### config.mk
export PLATFORM = sky130hd
export DESIGN_NAME = ov7670_pwr_seq
export DESIGN_NICKNAME = d
export VERILOG_FILES = /design/src/rtl/ov7670_pwr_seq.sv
export SDC_FILE = /design/constraint.sdc
export NUM_CORES = 1
export LEC_CHECK = 0
export CAP_MARGIN = 15
export CELL_PAD_IN_SITES_DETAIL_PLACEMENT = 1
export CELL_PAD_IN_SITES_GLOBAL_PLACEMENT = 1
export CORE_ASPECT_RATIO = 1.75
export CORE_MARGIN = 2
export CORE_UTILIZATION = 48
export CTS_CLUSTER_DIAMETER = 30
export CTS_CLUSTER_SIZE = 40
export DETAILED_ROUTE_END_ITERATION = 6
export PLACE_DENSITY_LB_ADDON = 0.1
export SLEW_MARGIN = 20
export SYNTH_ARGS = -nofsm -noshare
export SYNTH_HDL_FRONTEND = slang
export SYNTH_SLANG_ARGS = --single-unit
export TNS_END_PERCENT = 10
### constraint.sdc
create_clock -name cam_clk -period 7 [get_ports cam_clk]
set_input_delay 1.4 -clock cam_clk [delete_from_list [all_inputs] [get_ports cam_clk]]
set_output_delay 1.4 -clock cam_clk [all_outputs]
set_load 0.01 [all_outputs]
### src/rtl/ov7670_pwr_seq.sv
// Power-up sequencer for the OV7670 camera: PWDN / RESET# pin timing, xclk enable,
// SCCB loader kick-off with timeout supervision, retry and ready/fault reporting.
module ov7670_pwr_seq #(
    parameter int PWDN_CYC        = 1000,
    parameter int RST_CYC         = 1000,
    parameter int SETTLE_CYC      = 24000,
    parameter int CFG_TIMEOUT_CYC = 2400000,
    parameter int MAX_RETRY       = 3,
    localparam int RETRY_W        = $clog2(MAX_RETRY + 1) + 1
) (
    input  logic               cam_clk,
    input  logic               resetn,
    input  logic               restart,
    input  logic               cfg_done,
    output logic               cam_clk_en,
    output logic               cam_pwdn,
    output logic               cam_rst_n,
    output logic               cfg_start,
    output logic               ready,
    output logic               fault,
    output logic [RETRY_W-1:0] retry_cnt,
    output logic [2:0]         state
);

    localparam int MAX_AB  = (PWDN_CYC > RST_CYC) ? PWDN_CYC : RST_CYC;
    localparam int MAX_CD  = (SETTLE_CYC > CFG_TIMEOUT_CYC) ? SETTLE_CYC : CFG_TIMEOUT_CYC;
    localparam int MAX_CYC = (MAX_AB > MAX_CD) ? MAX_AB : MAX_CD;
    localparam int CNT_W   = $clog2(MAX_CYC) + 1;

    localparam logic [CNT_W-1:0]   PWDN_LAST   = CNT_W'(PWDN_CYC - 1);
    localparam logic [CNT_W-1:0]   RST_LAST    = CNT_W'(RST_CYC - 1);
    localparam logic [CNT_W-1:0]   SETTLE_LAST = CNT_W'(SETTLE_CYC - 1);
    localparam logic [CNT_W-1:0]   CFG_LAST    = CNT_W'(CFG_TIMEOUT_CYC - 1);
    localparam logic [RETRY_W-1:0] RETRY_MAX   = RETRY_W'(MAX_RETRY);

    typedef enum logic [2:0] {
        S_PWDN   = 3'd0,
        S_CLKON  = 3'd1,
        S_SETTLE = 3'd2,
        S_CFG    = 3'd3,
        S_READY  = 3'd4,
        S_FAULT  = 3'd5
    } state_t;

    state_t             state_q, state_d;
    logic [CNT_W-1:0]   cnt_q, cnt_d;
    logic [RETRY_W-1:0] retry_d;
    logic               clk_en_d, pwdn_d, rst_n_d, start_d, ready_d, fault_d;
    logic [1:0]         sync_q;
    logic               run;

    // Reset release is brought into the cam_clk domain before the FSM may advance.
    always_ff @(posedge cam_clk or negedge resetn) begin
        if (!resetn) sync_q <= 2'b00;
        else         sync_q <= {sync_q[0], 1'b1};
    end

    assign run = sync_q[1];

    always_comb begin
        // NOTE: every variable gets a default before the case so no latch is inferred.
        state_d = state_q;
        cnt_d   = cnt_q + CNT_W'(1);
        retry_d = retry_cnt;
        case (state_q)
            S_PWDN:   if (cnt_q == PWDN_LAST)   state_d = S_CLKON;
            S_CLKON:  if (cnt_q == RST_LAST)    state_d = S_SETTLE;
            S_SETTLE: if (cnt_q == SETTLE_LAST) state_d = S_CFG;
            S_CFG: begin
                if (cfg_done) begin
                    state_d = S_READY;
                end else if (cnt_q == CFG_LAST) begin
                    if (retry_cnt < RETRY_MAX) begin
                        state_d = S_PWDN;
                        retry_d = retry_cnt + RETRY_W'(1);
                    end else begin
                        state_d = S_FAULT;
                    end
                end
            end
            S_READY, S_FAULT: begin
                cnt_d = cnt_q;
                if (restart) begin
                    state_d = S_PWDN;
                    retry_d = '0;
                end
            end
            default: state_d = S_PWDN;
        endcase
        if (state_d != state_q) cnt_d = '0;

        // Pins are decoded from the next state so they switch on the transition edge.
        clk_en_d = state_d inside {S_CLKON, S_SETTLE, S_CFG, S_READY};
        pwdn_d   = state_d inside {S_PWDN, S_FAULT};
        rst_n_d  = state_d inside {S_SETTLE, S_CFG, S_READY};
        start_d  = (state_d == S_CFG) && (state_q != S_CFG);
        ready_d  = (state_d == S_READY);
        fault_d  = (state_d == S_FAULT);
    end

    // NOTE: sequential state uses non-blocking assignments only.
    always_ff @(posedge cam_clk or negedge resetn) begin
        if (!resetn) begin
            state_q    <= S_PWDN;
            cnt_q      <= '0;
            retry_cnt  <= '0;
            cam_clk_en <= 1'b0;
            cam_pwdn   <= 1'b1;
            cam_rst_n  <= 1'b0;
            cfg_start  <= 1'b0;
            ready      <= 1'b0;
            fault      <= 1'b0;
        end else if (run) begin
            state_q    <= state_d;
            cnt_q      <= cnt_d;
            retry_cnt  <= retry_d;
            cam_clk_en <= clk_en_d;
            cam_pwdn   <= pwdn_d;
            cam_rst_n  <= rst_n_d;
            cfg_start  <= start_d;
            ready      <= ready_d;
            fault      <= fault_d;
        end
    end

    assign state = state_q;

endmodule

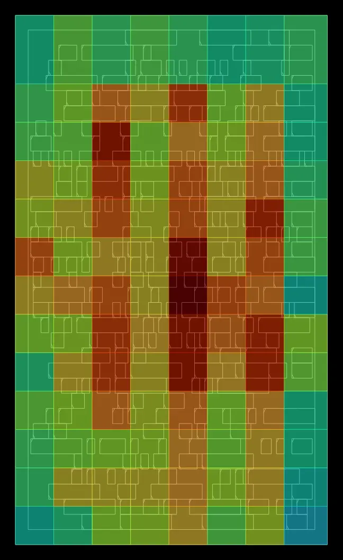
Fig. 1. Routing congestion.
met2 Usage GRT: 51.5%
WL per Instance: 19.9 um
Final Util: 53.9%

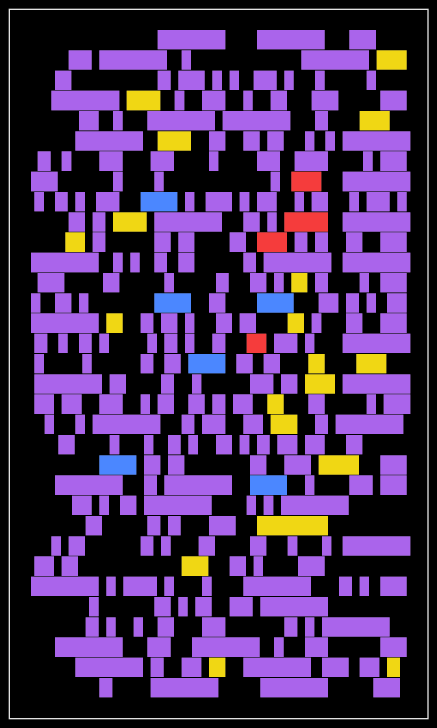
Fig. 2. Drive-strength map.
Key: yellow = drive 2 [cells 19, share 7.1%, most used or2_2]; red = drive 3 to 4 [cells 4, share 1.5%]; purple = drive 1 or less [cells 239, share 89%, most used nand2_1]; blue = drive 6 and up [cells 6, share 2.2%, most used clkbuf_8]
Final WS setup: 3.84 ns
buffers outside the clock class: 16
design area: 0.00249 mm2

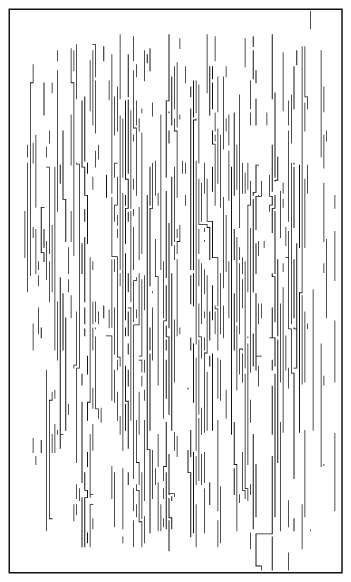
Fig. 3. M2 wires.
The layer carries 3660 um of wire. The layer holds 58% of the routed length.
routed wire length: 6.36 mm
Vias: 2065

==> run_results.csv <==
group,metric,value,unit
logic_synthesis,edf_count,0,
critical_path,cp.arrival,3.32,ns
critical_path,critPathMaxStageDelay,0.52,ns
grt,grt_max_degree,38,
sta,tns,0,ns
sta,max_slew_margin,43.0,%
grt,grt_pass1_wl,11.1,mm
pwr,leakage,0.978,nW
floorplan,die.size.x,56.1,um
layout,area_growth,9.45,%
run,warning_count,26,
floorplan,die_h,95.1,um
placement,globalplace.congestion,0.772,
sta,max_slew.worst_pin.slew,0.855,ns
logic_synthesis,ys_seq_share,40.7,%
layout,stdcell_count,320,
clock_network,htreeDepth,2,
critical_path,required,7.16,ns
clock_network,clock-sinks,37,
logic_synthesis,area_leaders,"dfrtp_1, nand2_1, nand4_1",
worst_hold_path,hold_class,"reg2reg",
logic_synthesis,ff_type,"dfrtp_1",
sta,maxSlewViolCount,0,
floorplan,die_area,0.00533,mm2
grt,track_usage,26.5,%
critical_path,r2r_end,"cnt_q[5]",
pwr,power.density,296,mW/mm2
route,drtIter0Drc,70,
run_status,outcome,"completed",
logic_synthesis,synth.top_cell.area_share,39.6,%
critical_path,rr_startpoint,"cnt_q[15]",
grt,grt.overflow.total,0,
route,drc,0,
sta,finalHoldViolCount,0,
critical_path,critPathCaptureType,"register",
layout,layout.nets,273,
critical_path,rrSetupSlack,4.17,ns
layout,nFillCells,555,
clock_network,ctsHoldBuffers,0,
route,drtAntennaViolNets,0,
logic_synthesis,synth_cell_types,54,
logic_synthesis,yosys_warnings,0,
logic_synthesis,avgSynthCellArea,8.72,um2
critical_path,crit_end,"cnt_q[5]",
sta,fmax,0.316,GHz
sta,setup_viol,0,
critical_path,start_kind,"input port",
logic_synthesis,syn_inst,261,
logic_synthesis,ys_cells,261,
floorplan,initial_core_util,49.2,%
clock_network,cts_buffer_depth,2,
logic_synthesis,netlist_area,0.00228,mm2
placement,place_hpwl,4.68,mm
critical_path,cp_slowest_cell,"clkdlybuf4s50_1",
clock_network,clk_latency,0.29,ns
floorplan,pin_count,16,
run,cap_violations,0,
logic_synthesis,most_common_cell,"nand2_1",
logic_synthesis,synth_flops,37,
critical_path,path_cells,"clkdlybuf4s50_1 > o21ai_0 > and3_4 > nand3_2 > o311ai_0",
grt,antenna_found_initial,0,
sta,finalCriticalPeriod,3.16,ns
floorplan,rows,33,
grt,grt_pass1_vias,2223,
layout,final_layout_size_suffix_gt1_share,10.8,%
layout,register_area,927,um2
placement,place_area,0.00240,mm2
sta,rsz0062_at_grt,"false",
critical_path,path_delay_family,"simple AND/OR/NAND/NOR gates",
route,detail_route.vias_per_cell,6.45,
pwr,irDropWorstVdd,180,uV
placement,io_buffer_count,15,
critical_path,path_depth,5,
logic_synthesis,fp_nets,267,
logic_synthesis,yosys_area,0.00228,mm2
clock_network,cts-root-buf,"clkbuf_8",
placement,dp_slack,3.49,ns
clock_network,cts_tree,"yes",
logic_synthesis,common_cells,"nand2_1, dfrtp_1, nor2_1",
critical_path,worstSetupPathType,"in2reg",
logic_synthesis,async_flop_share,100,%
floorplan,core-area,0.00462,mm2
critical_path,cp_max_fo,20,
route,first_pass_iters,4,
clock_network,post_cts_resized,0,
clock_network,post_cts_buffers,0,
critical_path,reg2reg_depth,6,
placement,dp_cells,312,
pwr,power.total,0.737,mW
logic_synthesis,largest_area_cell,"dfrtp_1",
clock_network,numCtsBuffers,5,
sta,skew,0.00876,ns
critical_path,startpoint,"restart",
sta,fin_crit_sh,45.1,%
critical_path,crit_buf_inv,1,
layout,combGateArea,0.00123,mm2
clock_network,clk_pin_slew_worst_paths,0.07,ns
layout,antennaDiodeCount,0,
==> power breakdown <==
group | internal (mW) | leakage [nW] | total (mW) | switching, mW
clock network | 0.0804 | 0.0455 | 0.155 | 0.0750
registers | 0.263 | 0.474 | 0.335 | 0.0729
logic | 0.116 | 0.458 | 0.246 | 0.130
==> through the flow <==
step                hold slack [ns]  utilization (%)
floorplan                     0.331                -
global placement              0.338             51.8
detailed placement            0.352             51.9
CTS                           0.376             53.9
global route                  0.388             53.9
finish                        0.370             53.9
==> sequential cells by signal (all words and copies together), names as in the netlist <==
signal	flops
cfg_start	1
cnt_q	23
sync_q	2
state	3
cam_pwdn	1
cam_clk_en	1
fault	1
retry_cnt	3
ready	1
cam_rst_n	1
==> final cells by class <==
type	count	area share, %
Multi-Input combinational cell	200	49.4
Sequential cell	37	37.2
Timing Repair Buffer	16	6.12
Clock buffer	8	3.61
Tap cell	52	2.61
Inverter	7	1.05
==> layout by cell type, fill, tap and decap left out, types with 3 or more instances in the layout <==
cell type        count
or3_1                8
o311ai_1             8
nand4_1             16
nand2_1             43
a31oi_1              4
a21oi_1              3
or2_2                6
nand4_2              3
nor4_1               6
nor3_1               7
clkdlybuf4s50_1     14
clkbuf_8             6
o21ai_0              9
o22ai_1              3
nor2_1              17
and3_1               3
inv_1                7
dfrtp_1             36
o21a_1               3
nand3_1             13
o211ai_1             4
mux2_2               4
mux2i_1              4
and2_1               3
==> metal layers <==
layer | global-route usage [%] | up-vias | wire [um]
li1 | - | 980 | -
met1 | 28.5 | 1039 | 2480
met2 | 51.5 | 38 | 3660
met3 | 4.07 | 8 | 127
met4 | 9.52 | 0 | 93
met5 | 0 | - | 0
==> cells by family after synthesis <==
logic type / after synthesis / synth area share [%]
and+or+nand+nor: 139 / 33.1
AOI/OAI and AO/OA: 50 / 15.4
DFF: 37 / 40.7
buffers and inverters: 24 / 5.71
muxes: 8 / 3.74
adders and majority gates: 2 / 1.10
other: 1 / 0.165
==> worst min path at each step <==
stage	from	end	slack, ns	cells past startpoint
6_report	sync_q[0]	sync_q[1]	0.37	0
5_1_grt	sync_q[0]	sync_q[1]	0.39	0
4_1_cts	sync_q[0]	sync_q[1]	0.38	0
3_5_place_dp	sync_q[0]	sync_q[1]	0.35	0
3_3_place_gp	sync_q[0]	sync_q[1]	0.34	0
2_1_floorplan	sync_q[0]	sync_q[1]	0.33	0
Power and IR drop assume default switching activity.
